[src/rtl/codec_cfg_sequencer_if.sv]
// Command port between the codec configuration sequencer and the I2C master.
// The master modport is the command source; the slave modport is the I2C master.
interface codec_cfg_sequencer_if;
  logic       Write;
  logic [7:0] SubAddrL;
  logic [7:0] data;
  logic       ready;
  logic       error;

  modport master (output Write, output SubAddrL, output data, input ready, input error);
  modport slave  (input Write, input SubAddrL, input data, output ready, output error);
endinterface

[src/rtl/codec_cfg_sequencer.sv]
// Codec configuration sequencer: plays the init ROM, then serves runtime register writes,
// one I2C transaction at a time. Optional per-command retry via `CODEC_CFG_RETRY_EN.
module codec_cfg_sequencer #(
  parameter int NUM_INIT    = 32,
  parameter int ROM_AW      = 6,
  parameter int TIMEOUT_CYC = 4096,
  parameter int MAX_RETRY   = 3
) (
  input  logic                  I2C_clk,
  input  logic                  reset,
  output logic [ROM_AW-1:0]     rom_addr,
  input  logic [15:0]           rom_data,
  input  logic                  req_valid,
  output logic                  req_ready,
  input  logic [7:0]            req_addr,
  input  logic [7:0]            req_data,
  output logic                  cmd_done,
  output logic                  cmd_err,
  output logic                  init_done,
  output logic                  init_err,
  codec_cfg_sequencer_if.master i2c
);

  localparam int                TW         = $clog2(TIMEOUT_CYC + 1);
  localparam logic [TW-1:0]     TMO_LAST   = TW'(TIMEOUT_CYC - 1);
  localparam logic [ROM_AW-1:0] LAST_ENTRY = ROM_AW'(NUM_INIT - 1);
  localparam bit                NO_INIT    = (NUM_INIT == 0);

  typedef enum logic [2:0] {
    S_LOAD,
    S_IDLE,
    S_ISSUE,
    S_WAIT_BUSY,
    S_WAIT_DONE,
    S_CHECK
  } state_t;

  state_t            r_state;
  state_t            w_state_next;
  logic [ROM_AW-1:0] r_rom_addr;
  logic [7:0]        r_addr;
  logic [7:0]        r_data;
  logic              r_init_done;
  logic              r_init_err;
  logic              r_err;
  logic [TW-1:0]     r_tmo;

  logic w_write;
  logic w_req_ready;
  logic w_accept;
  logic w_finish;
  logic w_cmd_done;
  logic w_tmo_err;
  logic w_timeout;
  logic w_last;

`ifdef CODEC_CFG_RETRY_EN
  localparam int            RW         = $clog2(MAX_RETRY + 2);
  localparam logic [RW-1:0] RETRY_LAST = RW'(MAX_RETRY);
  logic [RW-1:0] r_retry;
  logic          w_retry;
`else
  logic w_unused_retry;
  assign w_unused_retry = (MAX_RETRY != 0);
`endif

  assign w_timeout = (r_tmo == TMO_LAST);
  assign w_last    = (r_rom_addr == LAST_ENTRY);

  always_comb begin
    w_state_next = r_state;
    w_write      = 1'b0;
    w_req_ready  = 1'b0;
    w_accept     = 1'b0;
    w_finish     = 1'b0;
    w_cmd_done   = 1'b0;
    w_tmo_err    = 1'b0;
`ifdef CODEC_CFG_RETRY_EN
    w_retry      = 1'b0;
`endif
    case (r_state)
      S_LOAD: w_state_next = S_ISSUE;
      S_IDLE: begin
        w_req_ready = 1'b1;
        if (req_valid) begin
          w_accept     = 1'b1;
          w_state_next = S_ISSUE;
        end
      end
      S_ISSUE: begin
        if (i2c.ready) begin
          w_write      = 1'b1;
          w_state_next = S_WAIT_BUSY;
        end
      end
      S_WAIT_BUSY: begin
        if (!i2c.ready) begin
          w_state_next = S_WAIT_DONE;
        end else if (w_timeout) begin
          w_tmo_err    = 1'b1;
          w_state_next = S_CHECK;
        end
      end
      S_WAIT_DONE: begin
        if (i2c.ready) begin
          w_state_next = S_CHECK;
        end else if (w_timeout) begin
          w_tmo_err    = 1'b1;
          w_state_next = S_CHECK;
        end
      end
      S_CHECK: begin
`ifdef CODEC_CFG_RETRY_EN
        if (r_err && (r_retry != RETRY_LAST)) begin
          w_retry      = 1'b1;
          w_state_next = S_ISSUE;
        end else begin
          w_finish = 1'b1;
        end
`else
        w_finish = 1'b1;
`endif
        if (w_finish) begin
          if (r_init_done) begin
            w_cmd_done   = 1'b1;
            w_state_next = S_IDLE;
          end else if (w_last) begin
            w_state_next = S_IDLE;
          end else begin
            w_state_next = S_LOAD;
          end
        end
      end
      default: w_state_next = S_LOAD;
    endcase
  end

  always_ff @(posedge I2C_clk) begin
    if (!reset) begin
      r_state <= NO_INIT ? S_IDLE : S_LOAD;
    end else begin
      r_state <= w_state_next;
    end
  end

  always_ff @(posedge I2C_clk) begin
    if (!reset) begin
      r_rom_addr  <= '0;
      r_addr      <= '0;
      r_data      <= '0;
      r_init_done <= NO_INIT;
      r_init_err  <= 1'b0;
      r_err       <= 1'b0;
      r_tmo       <= '0;
    end else begin
      if (r_state == S_LOAD) begin
        {r_addr, r_data} <= rom_data;
      end else if (w_accept) begin
        r_addr <= req_addr;
        r_data <= req_data;
      end

      // error counts only on the ready-rise cycle of WAIT_DONE
      if (w_write) begin
        r_err <= 1'b0;
      end else if ((r_state == S_WAIT_DONE) && i2c.ready) begin
        r_err <= i2c.error;
      end else if (w_tmo_err) begin
        r_err <= 1'b1;
      end

      if (w_state_next != r_state) begin
        r_tmo <= '0;
      end else if ((r_state == S_WAIT_BUSY) || (r_state == S_WAIT_DONE)) begin
        r_tmo <= r_tmo + 1'b1;
      end

      if (w_finish && !r_init_done) begin
        if (r_err) begin
          r_init_err <= 1'b1;
        end
        if (w_last) begin
          r_init_done <= 1'b1;
        end else begin
          r_rom_addr <= r_rom_addr + 1'b1;
        end
      end
    end
  end

`ifdef CODEC_CFG_RETRY_EN
  always_ff @(posedge I2C_clk) begin
    if (!reset) begin
      r_retry <= '0;
    end else if (w_retry) begin
      r_retry <= r_retry + 1'b1;
    end else if (w_finish) begin
      r_retry <= '0;
    end
  end
`endif

  assign rom_addr     = r_rom_addr;
  assign req_ready    = w_req_ready;
  assign cmd_done     = w_cmd_done;
  assign cmd_err      = w_cmd_done & r_err;
  assign init_done    = r_init_done;
  assign init_err     = r_init_err;
  assign i2c.Write    = w_write;
  assign i2c.SubAddrL = r_addr;
  assign i2c.data     = r_data;

endmodule
[src/flat_wrapper.sv]
// flat-port wrapper written by rule: the top's interface ports become plain ports
module codec_cfg_sequencer_flat 
#(
  parameter int NUM_INIT    = 32,
  parameter int ROM_AW      = 6,
  parameter int TIMEOUT_CYC = 4096,
  parameter int MAX_RETRY   = 3
)
  (I2C_clk, reset, rom_addr, rom_data, req_valid, req_ready, req_addr, req_data, cmd_done, cmd_err, init_done, init_err, i2c_Write, i2c_SubAddrL, i2c_data, i2c_ready, i2c_error);
  codec_cfg_sequencer_if i2c_i ();
  input  logic I2C_clk;
  input  logic reset;
  output logic [ROM_AW-1:0] rom_addr;
  input  logic [15:0] rom_data;
  input  logic req_valid;
  output logic req_ready;
  input  logic [7:0] req_addr;
  input  logic [7:0] req_data;
  output logic cmd_done;
  output logic cmd_err;
  output logic init_done;
  output logic init_err;
  output wire logic [$bits(i2c_i.Write)-1:0] i2c_Write;
  output wire logic [$bits(i2c_i.SubAddrL)-1:0] i2c_SubAddrL;
  output wire logic [$bits(i2c_i.data)-1:0] i2c_data;
  input wire logic [$bits(i2c_i.ready)-1:0] i2c_ready;
  input wire logic [$bits(i2c_i.error)-1:0] i2c_error;
  assign i2c_Write = i2c_i.Write;
  assign i2c_SubAddrL = i2c_i.SubAddrL;
  assign i2c_data = i2c_i.data;
  assign i2c_i.ready = i2c_ready;
  assign i2c_i.error = i2c_error;
  codec_cfg_sequencer #(.NUM_INIT(NUM_INIT), .ROM_AW(ROM_AW), .TIMEOUT_CYC(TIMEOUT_CYC), .MAX_RETRY(MAX_RETRY)) u_core (.I2C_clk(I2C_clk), .reset(reset), .rom_addr(rom_addr), .rom_data(rom_data), .req_valid(req_valid), .req_ready(req_ready), .req_addr(req_addr), .req_data(req_data), .cmd_done(cmd_done), .cmd_err(cmd_err), .init_done(init_done), .init_err(init_err), .i2c(i2c_i));
endmodule
[config.mk]
export PLATFORM = sky130hd
export DESIGN_NAME = codec_cfg_sequencer_flat
export DESIGN_NICKNAME = d
export VERILOG_FILES = /design/src/rtl/codec_cfg_sequencer_if.sv /design/src/rtl/codec_cfg_sequencer.sv /design/src/flat_wrapper.sv
export SDC_FILE = /design/constraint.sdc
export NUM_CORES = 1
export LEC_CHECK = 0
export CAP_MARGIN = 20
export CORE_MARGIN = 2
export CORE_UTILIZATION = 46
export DETAILED_ROUTE_END_ITERATION = 10
export PLACE_DENSITY = 0.79
export SYNTH_ARGS = -nofsm -noshare
export SYNTH_HDL_FRONTEND = slang
export SYNTH_SLANG_ARGS = --single-unit
export TNS_END_PERCENT = 20
[constraint.sdc]
create_clock -name I2C_clk -period 2.1 [get_ports I2C_clk]
set_input_delay 0.315 -clock I2C_clk [delete_from_list [all_inputs] [get_ports I2C_clk]]
set_output_delay 0.315 -clock I2C_clk [all_outputs]
set_load 0.05 [all_outputs]
==> summary.txt <==
Physical design

For this design the top-level I/O count stands at 65. The commonest cells after synthesis are dfxtp_1 (41), nor2_1 (41), a211oi_1 (17), mux2i_1 (17), xor2_1 (12). The hold path depth stands at 2. The final timing report gives a worst setup slack of 0.110 ns.

Per the CTS log, the root buffer master is clkbuf_8. The yosys stat chip area stands at 2050 um2. The routed via count divided by cell count stands at 5.33.

The final hold violation count stands at 0. After clock tree synthesis, the clock-pin slew on the worst setup and hold paths is 0.08 ns. The setup clock skew after layout stands at 0.00277 ns. Among all stages on the critical path, the maximum delay recorded is 0.49 ns. The timing report notes that buffer and inverter cells on the critical path total 2. Between the synthesized netlist and the finished layout, the area growth was recorded as 40.5%. In this run, the synthesized area fraction spent on and/or/nand/nor cells is recorded as 0.222. The number of gates resized after CTS stands at 0. Across all checked pins, the minimum headroom to the slew limit is 0.642. The final weighted congestion recorded by global placement is 0.839. The required time of the worst setup path stands at 1.78 ns. The number of cells on the worst reg-to-reg path is 5. The routed layout reports a DRC error count of 0. The fraction of layout cells with a size suffix above 1 stands at 0.140. Synthesis produced a netlist whose cell count is 221. The run finished with clean final reports.
where the power goes:
part,internal (W),switching (W),total (W)
registers,0.000812,0.0000236,0.000836
logic,0.000190,0.000243,0.000433
clock network,0.000231,0.000269,0.000500
total,0.00123,0.000536,0.00177
worst max path at each step:
stage                                       start                           end  slack [ns]  cells past startpoint
global placement                        i2c_ready  u_core.r_tmo[6]$_SDFFE_PP0P_        0.16                      5
CTS                  u_core.r_state[2]$_SDFF_PN0_                       cmd_err        0.11                      5
floorplan           u_core.init_done$_SDFFE_PN0P_                       cmd_err        0.07                      3
detailed placement                      i2c_ready  u_core.r_tmo[1]$_SDFFE_PP0P_         0.1                      5
global route         u_core.r_state[2]$_SDFF_PN0_                       cmd_err        0.02                      5
finish               u_core.r_state[2]$_SDFF_PN0_                       cmd_err        0.11                      5
registers in the layout, indices dropped and copies added, names as in the netlist:
register and flops:
u_core.r_err 1, u_core.rom_addr 6, u_core.init_err 1, u_core.init_done 1, u_core.i2c.SubAddrL 8, u_core.r_state 3
u_core.i2c.data 8, u_core.r_tmo 13
routing by layer:
metal	share of wire	up-vias	routed length, um
met2	0.45	55	2130
met5	0	-	0
li1	-	946	-
met4	0.0049	0	23
met3	0.094	2	442
met1	0.45	831	2090
metrics by stage:
step,area [um2],utilization
after floorplan,2060,-
after global placement,2790,0.645
after detailed placement,2790,0.645
after CTS,2870,0.664
after global routing,2880,0.667
final,2880,0.667
cells in the final DEF, fill, tap and decap left out, types with 4 or more instances in the layout:
master           count
a211oi_1            17
a21oi_1              5
buf_4               12
clkbuf_8             5
clkdlybuf4s50_1     60
dfxtp_1             41
mux2i_1             17
nand2_1              8
nor2_1              41
o211ai_1             4
o21ai_0             11
xor2_1              12
Congestion heat map:
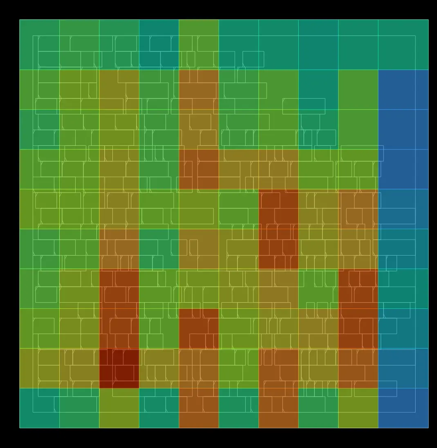
GRT Util Overall: 0.200
most heavily used metal layer in global routing: met2
Avg WL per Cell: 13.6 um
Final Util: 0.667

Cells by drive strength:
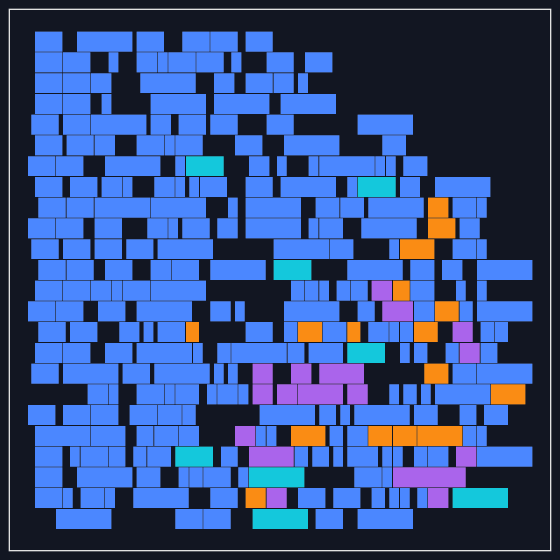
[cyan] drive 6 and up | cells: 8 | share: 2.7% | most used: clkbuf_8
[blue] drive 1 or less | cells: 251 | share: 86% | most used: clkdlybuf4s50_1
[purple] drive 3 to 4 | cells: 17 | share: 5.8% | most used: buf_4
[orange] drive 2 | cells: 16 | share: 5.5%

Routed clock nets over the placement:
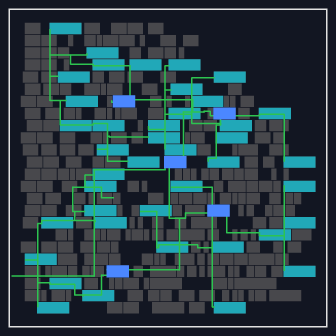
[green] clock wires | length: 535 um
[cyan] flip-flops | count: 41
[blue] cells driving clock nets | count: 5
flops lie: widely spread
clock latency on the worst-skew pair: 0.29 ns
clock network power consumption: 0.000500 W
Clock power frac: 0.283

Power and IR drop assume default switching activity.
